<file path="config.mk">
export PLATFORM = sky130hd
export DESIGN_NAME = demux_burst_sequencer_flat
export DESIGN_NICKNAME = d
export VERILOG_FILES = /design/src/rtl/demux_pkg.sv /design/src/rtl/demux_burst_sequencer_if.sv /design/src/rtl/demux_burst_sequencer.sv /design/src/flat_wrapper.sv
export SDC_FILE = /design/constraint.sdc
export NUM_CORES = 1
export LEC_CHECK = 0
export ABC_AREA = 1
export CORE_MARGIN = 4
export CORE_UTILIZATION = 40
export DETAILED_ROUTE_END_ITERATION = 8
export PLACE_DENSITY = 0.67
export SLEW_MARGIN = 20
export SYNTH_ARGS = -nofsm -noshare
export SYNTH_HDL_FRONTEND = slang
export SYNTH_SLANG_ARGS = --single-unit
</file>
<file path="constraint.sdc">
create_clock -name clk -period 1.9 [get_ports clk]
set_input_delay 0.19 -clock clk [delete_from_list [all_inputs] [get_ports clk]]
set_output_delay 0.19 -clock clk [all_outputs]
set_load 0.02 [all_outputs]
</file>
<file path="src/rtl/demux_pkg.sv">
// ---------------------------------------------------------------------------
// demux_pkg
// Shared constants, state encoding and helpers for the blocks that feed the
// team's 1-to-32 demultiplexer.
//   NUM_CH    : number of demux channels (power of two)
//   SEL_W     : channel select width, log2(NUM_CH)
//   state_t   : burst sequencer FSM states
//   clamp_len : limits a requested burst length to NUM_CH bits
// ---------------------------------------------------------------------------
package demux_pkg;

   localparam int NUM_CH = 32;
   localparam int SEL_W  = 5;

   typedef enum logic [1:0] {
      IDLE = 2'd0,
      RUN  = 2'd1,
      DONE = 2'd2
   } state_t;

   // A burst can never be longer than one lap of the channels, so anything
   // larger is treated as a full lap.
   function automatic logic [SEL_W:0] clamp_len(input logic [SEL_W:0] len);
      logic [SEL_W:0] max_len;
      max_len = (SEL_W+1)'(NUM_CH);
      if (len > max_len) begin
         return max_len;
      end
      return len;
   endfunction

endpackage

</file>
<file path="src/rtl/demux_burst_sequencer_if.sv">
// ---------------------------------------------------------------------------
// demux_burst_sequencer_if
// Bundles the upstream serial bit handshake and the demux drive bus.
//   s_valid / s_data / s_ready : upstream bit stream handshake
//   dmx_in / dmx_sel / dmx_valid : data bit, channel select and beat strobe
//                                  going to the demultiplexer
// Modports:
//   master : the environment (upstream source and demux sink)
//   slave  : the burst sequencer
// ---------------------------------------------------------------------------
interface demux_burst_sequencer_if #(
   parameter int SEL_W = demux_pkg::SEL_W
) ();

   logic             s_valid;
   logic             s_data;
   logic             s_ready;
   logic             dmx_in;
   logic [SEL_W-1:0] dmx_sel;
   logic             dmx_valid;

   modport master (
      output s_valid,
      output s_data,
      input  s_ready,
      input  dmx_in,
      input  dmx_sel,
      input  dmx_valid
   );

   modport slave (
      input  s_valid,
      input  s_data,
      output s_ready,
      output dmx_in,
      output dmx_sel,
      output dmx_valid
   );

endinterface

</file>
<file path="src/rtl/demux_burst_sequencer.sv">
// ---------------------------------------------------------------------------
// demux_burst_sequencer
// Accepts a serial bit stream and, for a programmed burst, steers each
// accepted bit to consecutive demux channels starting at base_sel, wrapping
// from the last channel back to channel 0.
// Ports:
//   clk, rst   : clock and synchronous active-high reset
//   start      : one-cycle burst request, only honoured in IDLE
//   base_sel   : first channel of the burst (sampled with start)
//   burst_len  : number of bits in the burst, 0 ignored, >NUM_CH clamped
//   abort      : ends a running burst without a done pulse
//   bus        : slave side of the stream/demux interface
//   busy       : high while a burst is running or completing
//   done       : one-cycle pulse when a burst completes normally
// ---------------------------------------------------------------------------
module demux_burst_sequencer #(
   parameter int NUM_CH = demux_pkg::NUM_CH,
   parameter int SEL_W  = demux_pkg::SEL_W
) (
   input  logic                     clk,
   input  logic                     rst,
   input  logic                     start,
   input  logic [SEL_W-1:0]         base_sel,
   input  logic [SEL_W:0]           burst_len,
   input  logic                     abort,
   demux_burst_sequencer_if.slave   bus,
   output logic                     busy,
   output logic                     done
);

   import demux_pkg::*;

   state_t           state_q,     state_d;
   logic [SEL_W-1:0] idx_q,       idx_d;
   logic [SEL_W:0]   rem_q,       rem_d;
   logic             dmx_in_q,    dmx_in_d;
   logic [SEL_W-1:0] dmx_sel_q,   dmx_sel_d;
   logic             dmx_valid_q, dmx_valid_d;
   logic             busy_q,      busy_d;
   logic             done_q,      done_d;
   logic [SEL_W:0]   len_clamped;

   assign len_clamped = clamp_len(burst_len);

   // Ready is the only combinational output; abort wins over any offered bit
   // and reset keeps upstream stalled even before the state register settles.
   assign bus.s_ready = (state_q == RUN) && !abort && !rst;

   // Next-state and next-output logic. The index counter relies on NUM_CH
   // being a power of two so the natural SEL_W-bit overflow is the wrap.
   always_comb begin
      state_d     = state_q;
      idx_d       = idx_q;
      rem_d       = rem_q;
      dmx_in_d    = 1'b0;
      dmx_sel_d   = dmx_sel_q;
      dmx_valid_d = 1'b0;
      case (state_q)
         IDLE: begin
            if (start && (len_clamped != '0)) begin
               state_d = RUN;
               idx_d   = base_sel;
               rem_d   = len_clamped;
            end
         end
         RUN: begin
            if (abort) begin
               state_d = IDLE;
            end else if (bus.s_valid) begin
               dmx_in_d    = bus.s_data;
               dmx_sel_d   = idx_q;
               dmx_valid_d = 1'b1;
               idx_d       = idx_q + 1'b1;
               rem_d       = rem_q - 1'b1;
               if (rem_q == (SEL_W+1)'(1)) begin
                  state_d = DONE;
               end
            end
         end
         DONE: begin
            state_d = IDLE;
         end
         default: begin
            state_d = IDLE;
         end
      endcase
      busy_d = (state_d != IDLE);
      done_d = (state_d == DONE);
   end

   // All state and every status/demux output are registered here so the
   // demux sees glitch-free select and data lines.
   always_ff @(posedge clk) begin
      if (rst) begin
         state_q     <= IDLE;
         idx_q       <= '0;
         rem_q       <= '0;
         dmx_in_q    <= 1'b0;
         dmx_sel_q   <= '0;
         dmx_valid_q <= 1'b0;
         busy_q      <= 1'b0;
         done_q      <= 1'b0;
      end else begin
         state_q     <= state_d;
         idx_q       <= idx_d;
         rem_q       <= rem_d;
         dmx_in_q    <= dmx_in_d;
         dmx_sel_q   <= dmx_sel_d;
         dmx_valid_q <= dmx_valid_d;
         busy_q      <= busy_d;
         done_q      <= done_d;
      end
   end

   assign bus.dmx_in    = dmx_in_q;
   assign bus.dmx_sel   = dmx_sel_q;
   assign bus.dmx_valid = dmx_valid_q;
   assign busy          = busy_q;
   assign done          = done_q;

endmodule

</file>
<file path="src/flat_wrapper.sv">
// flat-port wrapper written by rule: the top's interface ports become plain ports
module demux_burst_sequencer_flat import demux_pkg::*;
#(
   parameter int NUM_CH = demux_pkg::NUM_CH,
   parameter int SEL_W  = demux_pkg::SEL_W
)
  (clk, rst, start, base_sel, burst_len, abort, busy, done, bus_s_valid, bus_s_data, bus_s_ready, bus_dmx_in, bus_dmx_sel, bus_dmx_valid);
  demux_burst_sequencer_if #(.SEL_W(SEL_W)) bus_i ();
  input  logic clk;
  input  logic rst;
  input  logic start;
  input  logic [SEL_W-1:0] base_sel;
  input  logic [SEL_W:0] burst_len;
  input  logic abort;
  output logic busy;
  output logic done;
  input wire logic [$bits(bus_i.s_valid)-1:0] bus_s_valid;
  input wire logic [$bits(bus_i.s_data)-1:0] bus_s_data;
  output wire logic [$bits(bus_i.s_ready)-1:0] bus_s_ready;
  output wire logic [$bits(bus_i.dmx_in)-1:0] bus_dmx_in;
  output wire logic [$bits(bus_i.dmx_sel)-1:0] bus_dmx_sel;
  output wire logic [$bits(bus_i.dmx_valid)-1:0] bus_dmx_valid;
  assign bus_i.s_valid = bus_s_valid;
  assign bus_i.s_data = bus_s_data;
  assign bus_s_ready = bus_i.s_ready;
  assign bus_dmx_in = bus_i.dmx_in;
  assign bus_dmx_sel = bus_i.dmx_sel;
  assign bus_dmx_valid = bus_i.dmx_valid;
  demux_burst_sequencer #(.NUM_CH(NUM_CH), .SEL_W(SEL_W)) u_core (.clk(clk), .rst(rst), .start(start), .base_sel(base_sel), .burst_len(burst_len), .abort(abort), .bus(bus_i), .busy(busy), .done(done));
endmodule
</file>
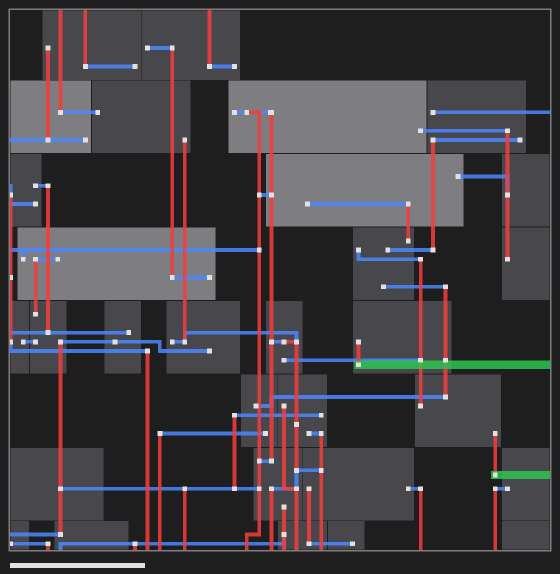
zoom.png
Bar = 5 um. Region (37, 37) to (57, 57) um. Cells in grey, sequential cells in the stronger grey; small squares are vias.
[red] met2
[green] met3
[blue] met1
sequential cells in the window: 3
cells with their middle in the window: 19
most frequent: clkdlybuf4s50_1 (5), dfxtp_1 (3)

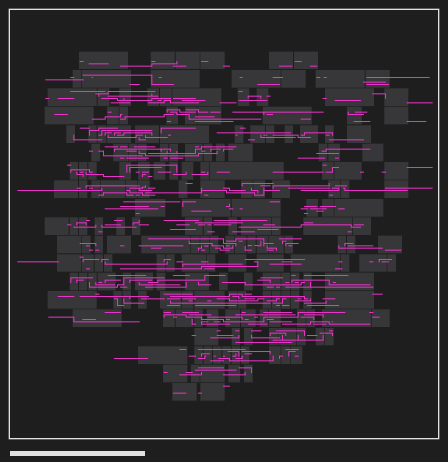
met1.png
Bar = 20 um. Cells faint in the background.
longest straight run: 14.7 um
nets with wire on the layer: 206

==> results.sh <==
# implementation run metrics
export IMPL_run_status="completed"
export IMPL_flop_area_um2=440
export IMPL_tns_ps=0
export IMPL_startpoint="u_core.state_q[0]"
export IMPL_first_global_vias=1129
export IMPL_synth_flop_count=22
export IMPL_critical_path_reg2reg_startpoint="u_core.state_q[0]"
export IMPL_layoutNonFillerInstCount=234
export IMPL_cts_hold_fix_buffers=0
export IMPL_synth_chip_area_um2=1220
export IMPL_num_multi_input_gates=130
export IMPL_grt_start_max_net_pins=16
export IMPL_static_leakage_power_nw=0.735
export IMPL_clock_cell_share_of_area=0.0338
export IMPL_holdCritStartpoint="bus_s_data"
export IMPL_number_of_buffers_created_by_cts=3
export IMPL_synth_cellmix_adderShare=0.0308
export IMPL_worst_hold_class="in -> reg"
export IMPL_biggestCellCategory="logic gates"
export IMPL_kind_of_launch_point_of_the_worst_setup_path="register"
export IMPL_power_frac_seq=0.452
export IMPL_postSynth_topFlopCell="dfxtp_1"
export IMPL_logic_area_um2=671
export IMPL_top_power_group="sequential cells"
export IMPL_port_buffer_count=26
export IMPL_synth_yosys_warnings=0
export IMPL_crit_path_cell_trace="inv_2, nor2_4, nand2_4, nor2_1, dlygate4sd2_1"
export IMPL_synth_cells_most_frequent="nand2_1 (41), nor2_1 (32), dfxtp_1 (22)"
export IMPL_slowest_stage="dfxtp_1"
export IMPL_synthArstFlopShare=0
export IMPL_max_reg_flops=6
export IMPL_setup_ws_ps=280
export IMPL_post_detailed_route_count_of_antenna_violating_nets=0
export IMPL_chip_area_um2=3990
export IMPL_placement_cell_area_um2=1500
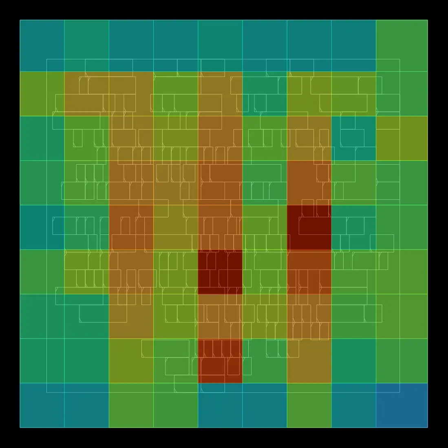
final_congestion.png
fraction of the core area covered by cells at the end of the flow: 0.549
total track usage: 0.151
GR Util met2: 0.264
routed length per placed instance: 11.9 um
met1 layer usage reported by global route: 0.174

